## src/rtl/pc_unit.sv

```systemverilog
// pc_unit: fetch-address generator with trap > redirect > sequential priority and a circular RAS.
// All state is registered (1-cycle); fetch_pc is held while fetch_valid & ~fetch_ready, and stall masks fetch_valid.
module pc_unit #(
  parameter int              XLEN         = 32,
  parameter logic [XLEN-1:0] RESET_VECTOR = XLEN'(32'h0100_0000),
  parameter int              INSTR_BYTES  = 4,
  parameter int              RAS_DEPTH    = 4
) (
  input  logic            clk,
  input  logic            rst,
  input  logic            stall,
  output logic            fetch_valid,
  input  logic            fetch_ready,
  output logic [XLEN-1:0] fetch_pc,
  input  logic            redirect_valid,
  input  logic [XLEN-1:0] redirect_pc,
  input  logic            trap_valid,
  input  logic [XLEN-1:0] trap_vec,
  input  logic            ras_push,
  input  logic            ras_pop,
  output logic [XLEN-1:0] ras_top,
  output logic            ras_empty,
  output logic            misalign_err
);

  localparam int              PTR_W      = $clog2(RAS_DEPTH);
  localparam int              CNT_W      = $clog2(RAS_DEPTH + 1);
  localparam logic [XLEN-1:0] ALIGN_MASK = XLEN'(INSTR_BYTES - 1);
  localparam logic [XLEN-1:0] STEP       = XLEN'(INSTR_BYTES);
  localparam logic [PTR_W-1:0] PTR_MAX   = PTR_W'(RAS_DEPTH - 1);
  localparam logic [CNT_W-1:0] CNT_MAX   = CNT_W'(RAS_DEPTH);

  logic [XLEN-1:0]  pc_q;
  logic             valid_q;
  logic             misalign_q;
  logic [XLEN-1:0]  ras_mem [RAS_DEPTH];
  logic [PTR_W-1:0] top_q;
  logic [PTR_W-1:0] top_inc;
  logic [PTR_W-1:0] top_dec;
  logic [CNT_W-1:0] cnt_q;
  logic             fire;
  logic             redirect_aligned;
  logic             ras_nonempty;
  logic             do_push;
  logic             do_pop;
  logic             do_swap;
  logic [XLEN-1:0]  ret_addr;

  assign fetch_valid      = valid_q & ~stall;
  assign fetch_pc         = pc_q;
  assign fire             = fetch_valid & fetch_ready;
  assign redirect_aligned = (redirect_pc & ALIGN_MASK) == '0;
  assign ras_nonempty     = cnt_q != '0;
  assign ret_addr         = pc_q + STEP;
  assign top_inc          = (top_q == PTR_MAX) ? '0 : top_q + PTR_W'(1);
  assign top_dec          = (top_q == '0) ? PTR_MAX : top_q - PTR_W'(1);

  // A trap flushes the stack, so push/pop only take effect without one.
  // push&pop on an empty stack degrades to a plain push.
  assign do_swap = ~trap_valid & ras_push & ras_pop & ras_nonempty;
  assign do_push = ~trap_valid & ras_push & ~do_swap;
  assign do_pop  = ~trap_valid & ras_pop & ~ras_push & ras_nonempty;

  always_ff @(posedge clk) begin
    if (rst) begin
      pc_q       <= RESET_VECTOR;
      valid_q    <= 1'b0;
      misalign_q <= 1'b0;
      top_q      <= '0;
      cnt_q      <= '0;
    end else begin
      valid_q    <= 1'b1;
      misalign_q <= ~trap_valid & redirect_valid & ~redirect_aligned;

      // A rejected redirect still blocks the sequential increment.
      if (trap_valid) begin
        pc_q <= trap_vec & ~ALIGN_MASK;
      end else if (redirect_valid) begin
        if (redirect_aligned) pc_q <= redirect_pc;
      end else if (fire) begin
        pc_q <= pc_q + STEP;
      end

      if (trap_valid) begin
        cnt_q <= '0;
      end else if (do_push) begin
        top_q <= top_inc;
        if (cnt_q != CNT_MAX) cnt_q <= cnt_q + CNT_W'(1);
      end else if (do_pop) begin
        top_q <= top_dec;
        cnt_q <= cnt_q - CNT_W'(1);
      end
    end
  end

  always_ff @(posedge clk) begin
    if (!rst) begin
      if (do_push)      ras_mem[top_inc] <= ret_addr;
      else if (do_swap) ras_mem[top_q]   <= ret_addr;
    end
  end

  assign ras_top      = ras_nonempty ? ras_mem[top_q] : '0;
  assign ras_empty    = ~ras_nonempty;
  assign misalign_err = misalign_q;

endmodule

```

## config.mk

```make
export PLATFORM = sky130hd
export DESIGN_NAME = pc_unit
export DESIGN_NICKNAME = d
export VERILOG_FILES = /design/src/rtl/pc_unit.sv
export SDC_FILE = /design/constraint.sdc
export NUM_CORES = 1
export LEC_CHECK = 0
export CAP_MARGIN = 20
export CORE_AREA = 3 3 190 192
export CTS_BUF_LIST = sky130_fd_sc_hd__clkbuf_4 sky130_fd_sc_hd__clkbuf_8
export DETAILED_ROUTE_END_ITERATION = 6
export DIE_AREA = 0 0 193 195
export SLEW_MARGIN = 20
export SYNTH_ARGS = -nofsm -noshare
export SYNTH_HDL_FRONTEND = slang
export SYNTH_SLANG_ARGS = --single-unit
```

## constraint.sdc

```tcl
create_clock -name clk -period 9.08 [get_ports clk]
set_input_delay 0.908 -clock clk [delete_from_list [all_inputs] [get_ports clk]]
set_output_delay 0.908 -clock clk [all_outputs]
set_load 0.02 [all_outputs]
```

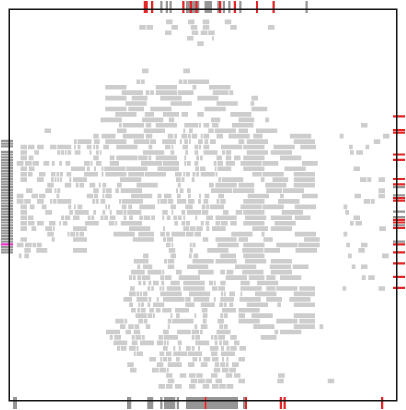
Fig. 1. Pin placement (run 1).
Drawn at 2 px/micron. Pins as bars across the die edge, other pins in gray.
color	port	pins	direction	edge
red	ras_top	32	output	17 right, 10 top, 5 bottom
magenta	stall	1	input	left
all pins by edge	48 bottom, 41 left, 27 top, 23 right

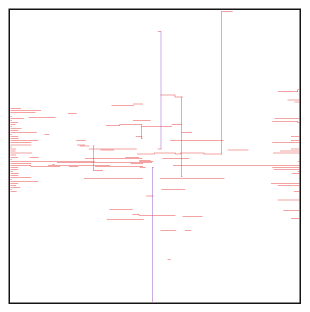
Fig. 2. Metal layers overlaid (run 1).
Drawn at 1.5 px/micron. Two of the layers only.
color	layer	wire length
red	met3	1430 microns
purple	met4	340 microns

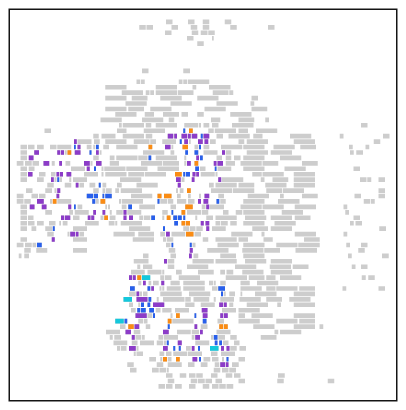
Fig. 3. Gate-type map (run 1).
Drawn at 2 px/micron.
color	family	cells
orange	AND and OR gates	26
purple	inverting AOI/OAI gates	100
cyan	adder and majority cells	4
blue	NAND gates	62

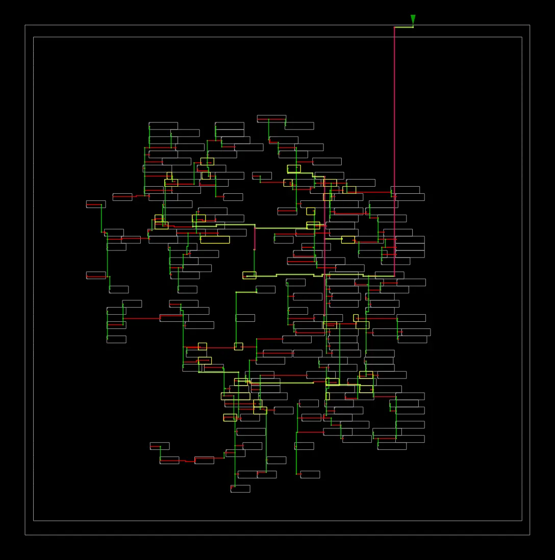
Fig. 4. Clock routing (run 1).
Num CTS Buffers: 17
Clk. pwr: 0.536 mW
layout clock buffer count: 19
clk_lat worst skew: 0.46 ns
CTS Sinks: 169

==> flow_summary.toml, run 1 <==
# generated from flow reports
[status]
outcome = "finished clean"

[synth]
synth.cell_area_sq_um = 7931
compound_area_share_pct = 10.29
topCombFamilyByArea = "simple AND/OR/NAND/NOR gates"
yosys.area_share.adder_pct = 0.6310
netlist_instances = 616
synth-xor-area-share_pct = 3.534
yosysUniqueCellTypes = 61
ys_seq_share_pct = 58.81
syn-num-nets = 692
ys.flops = 169
ys_chip_area_sq_um = 7931
ys_sh_mux_pct = 10.62
synthArstFlopShare_pct = 0
synthTopCellsByArea = "edfxtp_1, dfxtp_1, mux4_2, nor2b_1, xnor2_1"
simple_gate_area_share_pct = 12.81
edf_count = 128
synth.most_common_cell = "edfxtp_1"
top_area_cell = "edfxtp_1"
yosys-stat-cells = 616
common_cells = "edfxtp_1, dfxtp_1, nor2b_1"
flop_cell = "edfxtp_1"
avgSynthCellArea_sq_um = 12.88
ys_warn_count = 0

[global_routing]
grtUsageMet2_pct = 20.38
grt_overflow = 0
gr-usage-met1_pct = 16.69
grt_pass1_wl_microns = 35160
grt_pass1_vias = 5537
met3_usage_pct = 3.016
grtUsageTotal_pct = 12.61
top_usage_layer = "met2"
grt_max_degree = 47

[clock_network]
cts.path.max_buffers = 2
post_cts_buffers = 0
hold_buffers = 0
ctsHtreeMaxLevel = 4
root_buffer = "clkbuf_8"
cts_tree = "yes"
postCtsResizedCells = 0
clkTransAtPathRegs_ns = 0.09

[worst_setup_path]
critPathRequiredTime_ns = 8.17
r2r_cells = 5
crit_slowest_cell = "dfxtp_2"
path_cells = "buf_4 -> mux4_2 -> nor2b_1 -> clkdlybuf4s50_1"
regToRegSetupSlack_ns = 6.38
cp.arrival_ns = 2.88
r2r-end = "ras_mem[2][30]"
cp-end-kind = "output pin"
worstSetupEndpoint = "ras_top[28]"
critPathLaunchType = "flip-flop"
cp_max_fo = 22

[power]
p_seq_mw = 0.888
switchingPower_mw = 0.4422
netSwitchingFraction_pct = 26.24
clkPwrFrac_pct = 31.8
power_leader = "sequential cells"
pwr-share-comb_pct = 15.5
p_per_area_nw_per_um2 = 164.6
vdd_ir_drop_max_uv = 68.38
power.total_mw = 1.685
pwr-share-seq_pct = 52.7
p_leak_nw = 3.303
p_int_mw = 1.243
pg_comb_mw = 0.261

[final_layout]
layout-area-overhead-vs-synth_pct = 29.11
postLayoutCoreUtil_pct = 29.64
seq-cell-share_pct = 45.56
layout_top_cells = "clkdlybuf4s50_1, edfxtp_1, dfxtp_1"
design_area_sq_um = 10240
sh_comb_area_pct = 29.85
largest_class = "registers"
nFillCells = 3567
buf_share_pct = 14.42
final-comb-area_sq_um = 3057
fin_nets = 820
mostFrequentLayoutCell = "clkdlybuf4s50_1"
nonClockInverterCount = 16
n_all_buffers = 152
clk_share_pct = 3.947
nMultiInputCombCells = 388
seq_cells = 169
drive_gt1_share_pct = 13.34
final_cells = 1215
seq_area_sq_um = 4666

[floorplanning]
design.die.area_sq_um = 37640
die_w_microns = 193
initial_core_util_pct = 22.96
boundaryPins = 139
die_height_microns = 195
rows = 68
design.core.area_sq_um = 34540
taps = 455

[timing]
max_clock_freq_mhz = 263.9
finalSetupTns_ns = 0
worst_pin_slew_ns = 0.9432
finalCritPeriodShare_pct = 41.73
hold_viol = 0
clock_skew_ns = 0.01642
worst_slack_ns = 5.291
setup_viol = 0
max_slew_margin_pct = 36.54
drv_slew = 0
rsz0062_at_grt = "false"
hold_slack_ns = 0.5238
layout_min_cycle_time_ns = 3.789

[drt]
dr.pass1.iters = 5
num_vias = 5600
wirelength_microns = 23590
drc = 0
via_per_inst = 4.609
antenna_left = 0
wl_met3_microns = 1429
wire_per_inst_microns = 19.42
drtIter0Drc = 409
dr.max_layer_used = "met4"
wl_met2_microns = 11500
wl_met1_microns = 10320

[place]
place_ws_ns = 5.196
gp_congestion = 0.8044
place_inst = 1180
hpwlAfterDp_microns = 16720
dpl_cell_area_sq_um = 9822
portBuffers = 136

[min_path]
hp-class = "reg2reg"
hold_depth = 2
hp-start = "fetch_pc[3]"

[flow_run]
warning_count = 29
maxCapViolCount = 0
run 1: critical path: cells and delay by family, from the launching register on:
family / cells / cell delay [ns]
and+or+nand+nor: 1 / 0.17
DFF: 1 / 0.61
muxes: 1 / 0.55
buffers and inverters: 2 / 1.06
run 1: state kept, by name (all words and copies together), names as in the netlist, named ones only:
signal        count
top_q             2
ras_mem         128
fetch_pc         30
valid_q           1
misalign_err      1
cnt_q             3
run 1: logic make-up (layout without fill, tap and decap cells):
logic type	Yosys count	in the layout
adder cells (fa/ha/maj)	4	4
XOR/XNOR	32	32
multiplexers	44	44
flip-flops	169	169
buffers and inverters	59	200
AND-OR/OR-AND	123	123
AND/OR/NAND/NOR	185	185
other	0	3
--- run 2 (diff from run 1) ---
clock period = 3.07 ns   (was 9.08 ns; I/O delays follow)
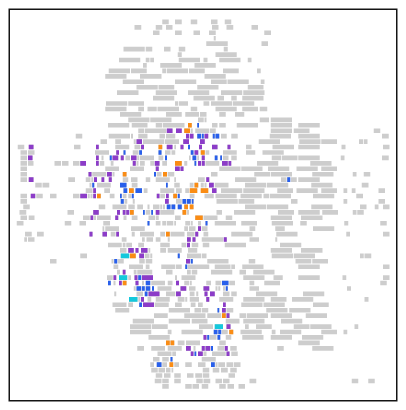
Fig. 5. Gate-type map (run 2).
Drawn at 2 px/micron.
color	family	cells
cyan	adder and majority cells	4
orange	AND and OR gates	26
purple	inverting AOI/OAI gates	100
blue	NAND gates	62

==> flow_summary.toml, run 2 <==
# generated from flow reports
[synth]
synthArstFlopShare_pct = 0
synth.cell_area_sq_um = 7931
synth-xor-area-share_pct = 3.534
simple_gate_area_share_pct = 12.81
ys.flops = 169
compound_area_share_pct = 10.29
synth.most_common_cell = "edfxtp_1"
yosys-stat-cells = 616
ys_warn_count = 0
netlist_instances = 616
avgSynthCellArea_sq_um = 12.88
yosys.area_share.adder_pct = 0.6310
topCombFamilyByArea = "simple AND/OR/NAND/NOR gates"
ys_seq_share_pct = 58.81
edf_count = 128
ys_sh_mux_pct = 10.62
synthTopCellsByArea = "edfxtp_1, dfxtp_1, mux4_2, nor2b_1, xnor2_1"
ys_chip_area_sq_um = 7931
top_area_cell = "edfxtp_1"
flop_cell = "edfxtp_1"
yosysUniqueCellTypes = 61
syn-num-nets = 692
common_cells = "edfxtp_1, dfxtp_1, nor2b_1"

[drt]
dr.max_layer_used = "met4"
num_vias = 5700
dr.pass1.iters = 5
drtIter0Drc = 604
drc = 0
wl_met1_microns = 10460
wire_per_inst_microns = 19.61
wl_met3_microns = 1532
via_per_inst = 4.661
wl_met2_microns = 11540
antenna_left = 0
wirelength_microns = 23980

[power]
vdd_ir_drop_max_uv = 265.6
clkPwrFrac_pct = 31.9
pwr-share-seq_pct = 52.1
power.total_mw = 5.026
p_int_mw = 3.662
pwr-share-comb_pct = 16.0
p_clk_mw = 1.60
power_leader = "sequential cells"
p_seq_mw = 2.62
switchingPower_mw = 1.364
p_per_area_nw_per_um2 = 484.4
netSwitchingFraction_pct = 27.13
p_leak_nw = 3.361
pg_comb_mw = 0.805

[final_layout]
fin_nets = 830
postLayoutCoreUtil_pct = 30.03
layout-area-overhead-vs-synth_pct = 30.81
layout_top_cells = "clkdlybuf4s50_1, edfxtp_1, dfxtp_1"
largest_reg_flops = 128
mostFrequentLayoutCell = "clkdlybuf4s50_1"
final_cells = 1223
design_area_sq_um = 10380
max_flop_register = "ras_mem"
drive_gt1_share_pct = 14.34
nFillCells = 3558

[timing]
max_clock_freq_mhz = 355.4
worst_pin_slew_ns = 0.7052
hold_slack_ns = 0.4121
layout_min_cycle_time_ns = 2.813
drv_slew = 0
worst_slack_ns = 0.2566
rsz0062_at_grt = "false"
setup_viol = 0
clock_skew_ns = 0.01947
finalSetupTns_ns = 0
finalCritPeriodShare_pct = 91.64
max_slew_margin_pct = 52.87
hold_viol = 0

[worst_setup_path]
cp.arrival_ns = 2.51
path_cells = "buf_12 -> mux4_2 -> nor2b_1 -> clkdlybuf4s50_1"
r2r-end = "ras_mem[0][20]"
cp_max_fo = 29
critPathLaunchType = "flip-flop"
regToRegSetupSlack_ns = 0.55
cp-end-kind = "output pin"
r2r_cells = 7
crit_type = "reg2out"
crit_slowest_cell = "mux4_2"
critPathRequiredTime_ns = 2.76
worstSetupEndpoint = "ras_top[11]"

[global_routing]
gr-usage-met1_pct = 17.14
top_usage_layer = "met2"
grtUsageTotal_pct = 12.76
grt_pass1_vias = 5482
met3_usage_pct = 3.483
grtUsageMet2_pct = 20.22
grt_pass1_wl_microns = 35460
grt_overflow = 0
grt_max_degree = 42

[clock_network]
root_buffer = "clkbuf_8"
cts_tree = "yes"
clk_latency_ns = 0.46
post_cts_buffers = 0
cts.path.max_buffers = 2
cts.sinks = 169
clkTransAtPathRegs_ns = 0.10
hold_buffers = 0
ctsHtreeMaxLevel = 4
cts_buffers = 17
postCtsResizedCells = 0

[place]
dpl_cell_area_sq_um = 9972
gp_congestion = 0.8274
place_inst = 1190
hpwlAfterDp_microns = 17130
portBuffers = 136
place_ws_ns = 0.5145

[min_path]
hp-start = "trap_vec[31]"
hold_depth = 3
hp-class = "in2reg"

[floorplanning]
die_height_microns = 195
initial_core_util_pct = 22.96
design.core.area_sq_um = 34540
design.die.area_sq_um = 37640
rows = 68
boundaryPins = 139
die_w_microns = 193

[flow_run]
maxCapViolCount = 0
warning_count = 29

[status]
outcome = "finished clean"
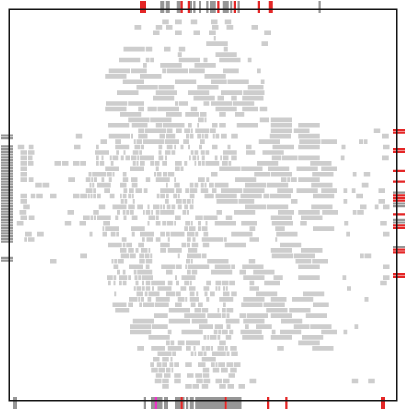
Fig. 6. Pin placement (run 2).
Drawn at 2 px/micron. Pins as bars across the die edge, other pins in gray.
color	port	pins	direction	edge
red	ras_top	32	output	16 right, 10 top, 6 bottom
magenta	stall	1	input	bottom
all pins by edge	48 bottom, 40 left, 29 top, 22 right

-- run 2: cell count changes in the layout (fill, tap and decap cells not counted), sizes merged --
cell,delta
clkinvlp,+2
inv,+3
clkinv,-3
buf,+10
diode,-2
clkbuf,-2
-- run 2: area by class of cell --
cell class	instances	area (sq um)	share of cell area [%]
Antenna cell	1	2.502	0.02412
Clock buffer	17	234.0	2.255
Clock inverter	15	166.4	1.604
Inverter	16	60.06	0.5789
Multi-Input combinational cell	388	3050	29.40
Sequential cell	169	4666	44.97
Tap cell	455	569.3	5.487
Timing Repair Buffer	162	1627	15.68
-- run 2: worst max-delay path: cells and delay by family (launching register included) --
kind	cells	cell delay, ns
buffers and inverters	2	0.82
DFF	1	0.45
muxes	1	0.59
and+or+nand+nor	1	0.15
Fig. 7: run 2, clock routing
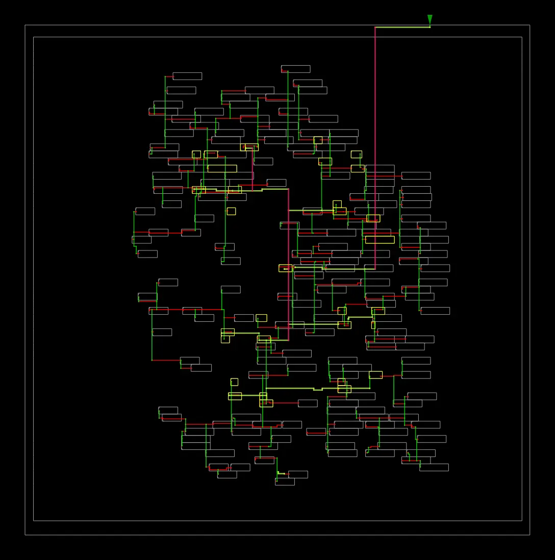

--- run 3 (diff from run 2) ---
CORE_AREA = 3 3 156 234   (was 3 3 190 192)
DIE_AREA = 0 0 159 237   (was 0 0 193 195)
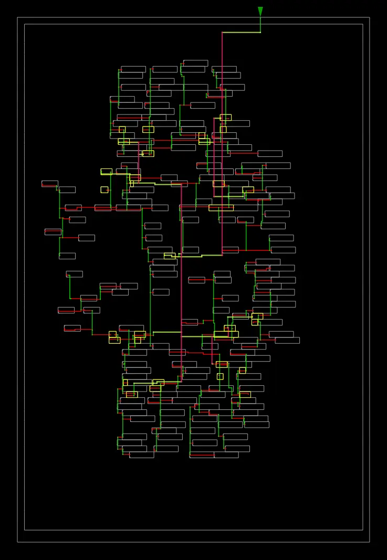
Fig. 8. Clock routing (run 3).
layout clock buffer count: 21
clk_lat worst skew: 0.47 ns
flop count: 169
Clock Skew: 0.01832 ns
Clk. pwr: 1.59 mW

==> flow_summary.toml, run 3 <==
# generated from flow reports
[drt]
antenna_left = 0
wirelength_microns = 23960
wl_met3_microns = 1186
drtIter0Drc = 528
via_per_inst = 4.556
wl_met2_microns = 12340
drc = 0
wire_per_inst_microns = 19.29
dr.max_layer_used = "met4"
wl_met1_microns = 9894
dr.pass1.iters = 5
num_vias = 5658

[worst_setup_path]
critPathBufInv = 2
cp_max_fo = 17
critPathRequiredTime_ns = 2.76
r2r_cells = 5
cp-end-kind = "output pin"
path_cells = "buf_4 -> mux4_2 -> nor2b_1 -> clkdlybuf4s50_1"
crit_type = "reg2out"
cp.depth = 4
critPathLaunchType = "flip-flop"
slowest_delay_ns = 0.63
crit_slowest_cell = "mux4_2"
cp.arrival_ns = 2.50
r2r-end = "ras_mem[3][28]"
worstReg2RegStart = "fetch_pc[3]"
regToRegSetupSlack_ns = 0.55
cpLargestDelayFamily = "buffers and inverters"
worstSetupEndpoint = "ras_top[31]"

[flow_run]
warning_count = 29
maxCapViolCount = 0

[synth]
flop_cell = "edfxtp_1"
ys_seq_share_pct = 58.81
top_area_share_pct = 48.46
synthArstFlopShare_pct = 0
ys_chip_area_sq_um = 7931
yosysUniqueCellTypes = 61
common_cells = "edfxtp_1, dfxtp_1, nor2b_1"
ys.flops = 169
synth.most_common_cell = "edfxtp_1"
syn-num-nets = 692
top_area_cell = "edfxtp_1"
netlist_instances = 616
synthTopCellsByArea = "edfxtp_1, dfxtp_1, mux4_2, nor2b_1, xnor2_1"
synth.cell_area_sq_um = 7931
ys_warn_count = 0
edf_count = 128
avgSynthCellArea_sq_um = 12.88
yosys-stat-cells = 616

[timing]
max_slew_margin_pct = 48.38
hold_slack_ns = 0.2534
layout_min_cycle_time_ns = 2.810
setup_viol = 0
finalCritPeriodShare_pct = 91.52
worst_pin_slew_ns = 0.7723
hold_viol = 0
finalSetupTns_ns = 0
rsz0062_at_grt = "false"
drv_slew = 0
max_clock_freq_mhz = 355.9
worst_slack_ns = 0.2603

[floorplanning]
die_w_microns = 159
initial_core_util_pct = 22.73
design.core.area_sq_um = 34890
boundaryPins = 139
die_height_microns = 237
rows = 84
design.die.area_sq_um = 37680

[status]
outcome = "finished clean"

[global_routing]
grtUsageMet2_pct = 22.00
grtUsageTotal_pct = 12.57
met3_usage_pct = 2.538
grt_max_degree = 40
gr-usage-met1_pct = 15.29
grt_pass1_wl_microns = 35600
grt_overflow = 0
antenna_found_initial = 1
grt_pass1_vias = 5597
top_usage_layer = "met2"

[place]
hpwlAfterDp_microns = 17400
place_inst = 1209
gp_congestion = 0.7894
portBuffers = 136
place_ws_ns = 0.3764
dpl_cell_area_sq_um = 9965

[final_layout]
postLayoutCoreUtil_pct = 29.71
largest_reg_flops = 128
final_cells = 1242
layout-area-overhead-vs-synth_pct = 30.71
fin_nets = 831
seq_area_sq_um = 4666
max_flop_register = "ras_mem"
mostFrequentLayoutCell = "clkdlybuf4s50_1"
final-comb-area_sq_um = 3050
nFillCells = 3614
design_area_sq_um = 10370
drive_gt1_share_pct = 14.45
layout_top_cells = "clkdlybuf4s50_1, edfxtp_1, dfxtp_1"

[power]
pwr-share-seq_pct = 52.3
pwr-share-comb_pct = 15.9
power.total_mw = 5.011
pg_comb_mw = 0.797
vdd_ir_drop_max_uv = 263.2
p_int_mw = 3.698
p_per_area_nw_per_um2 = 483.3
clkPwrFrac_pct = 31.8
power_leader = "sequential cells"
switchingPower_mw = 1.312
p_seq_mw = 2.62
netSwitchingFraction_pct = 26.19
p_leak_nw = 3.355

[clock_network]
cts_tree = "yes"
cts.path.max_buffers = 2
root_buffer = "clkbuf_8"
postCtsResizedCells = 0
cts_buffers = 17
ctsHtreeMaxLevel = 4
cts.sinks = 169
hold_buffers = 0
post_cts_buffers = 0
clkTransAtPathRegs_ns = 0.09

[min_path]
hold_depth = 2
hold-path-endpoint = "cnt_q[0]"
hp-start = "trap_valid"
hp-class = "in2reg"
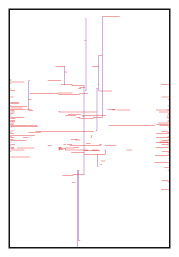
Fig. 9. Metal layers overlaid (run 3).
Drawn at 1 px/micron. Two of the layers only.
color	layer	wire length
red	met3	1190 microns
purple	met4	547 microns

[run 3: cell types whose count changed in the layout (fill, tap and decap cells not counted)]
cell,before,now
buf_12,6,3
buf_4,20,24
clkbuf_4,0,2
clkbuf_8,17,19
clkinv_4,3,2
clkinvlp_4,3,5
inv_6,3,0
inv_8,2,0
[run 3: layout make-up]
type | count | share of cell area (%)
multi-input cells | 388 | 29.42
repair buffers | 163 | 15.40
clock inverters | 11 | 1.195
inverters | 16 | 0.5793
clock buffers | 21 | 2.667
well taps | 473 | 5.708
diodes | 1 | 0.02414
flip-flops and latches | 169 | 45.00
[run 3: logic make-up after synthesis]
family          Yosys count  synth area share (%)
flops                   169                 58.81
fa+ha+maj                 4                0.6310
buf+inv                  59                 3.313
mux                      44                 10.62
simple gates            185                 12.81
xor+xnor                 32                 3.534
compound gates          123                 10.29
Power figures rest on the tool's default switching activity, not on a simulated workload.
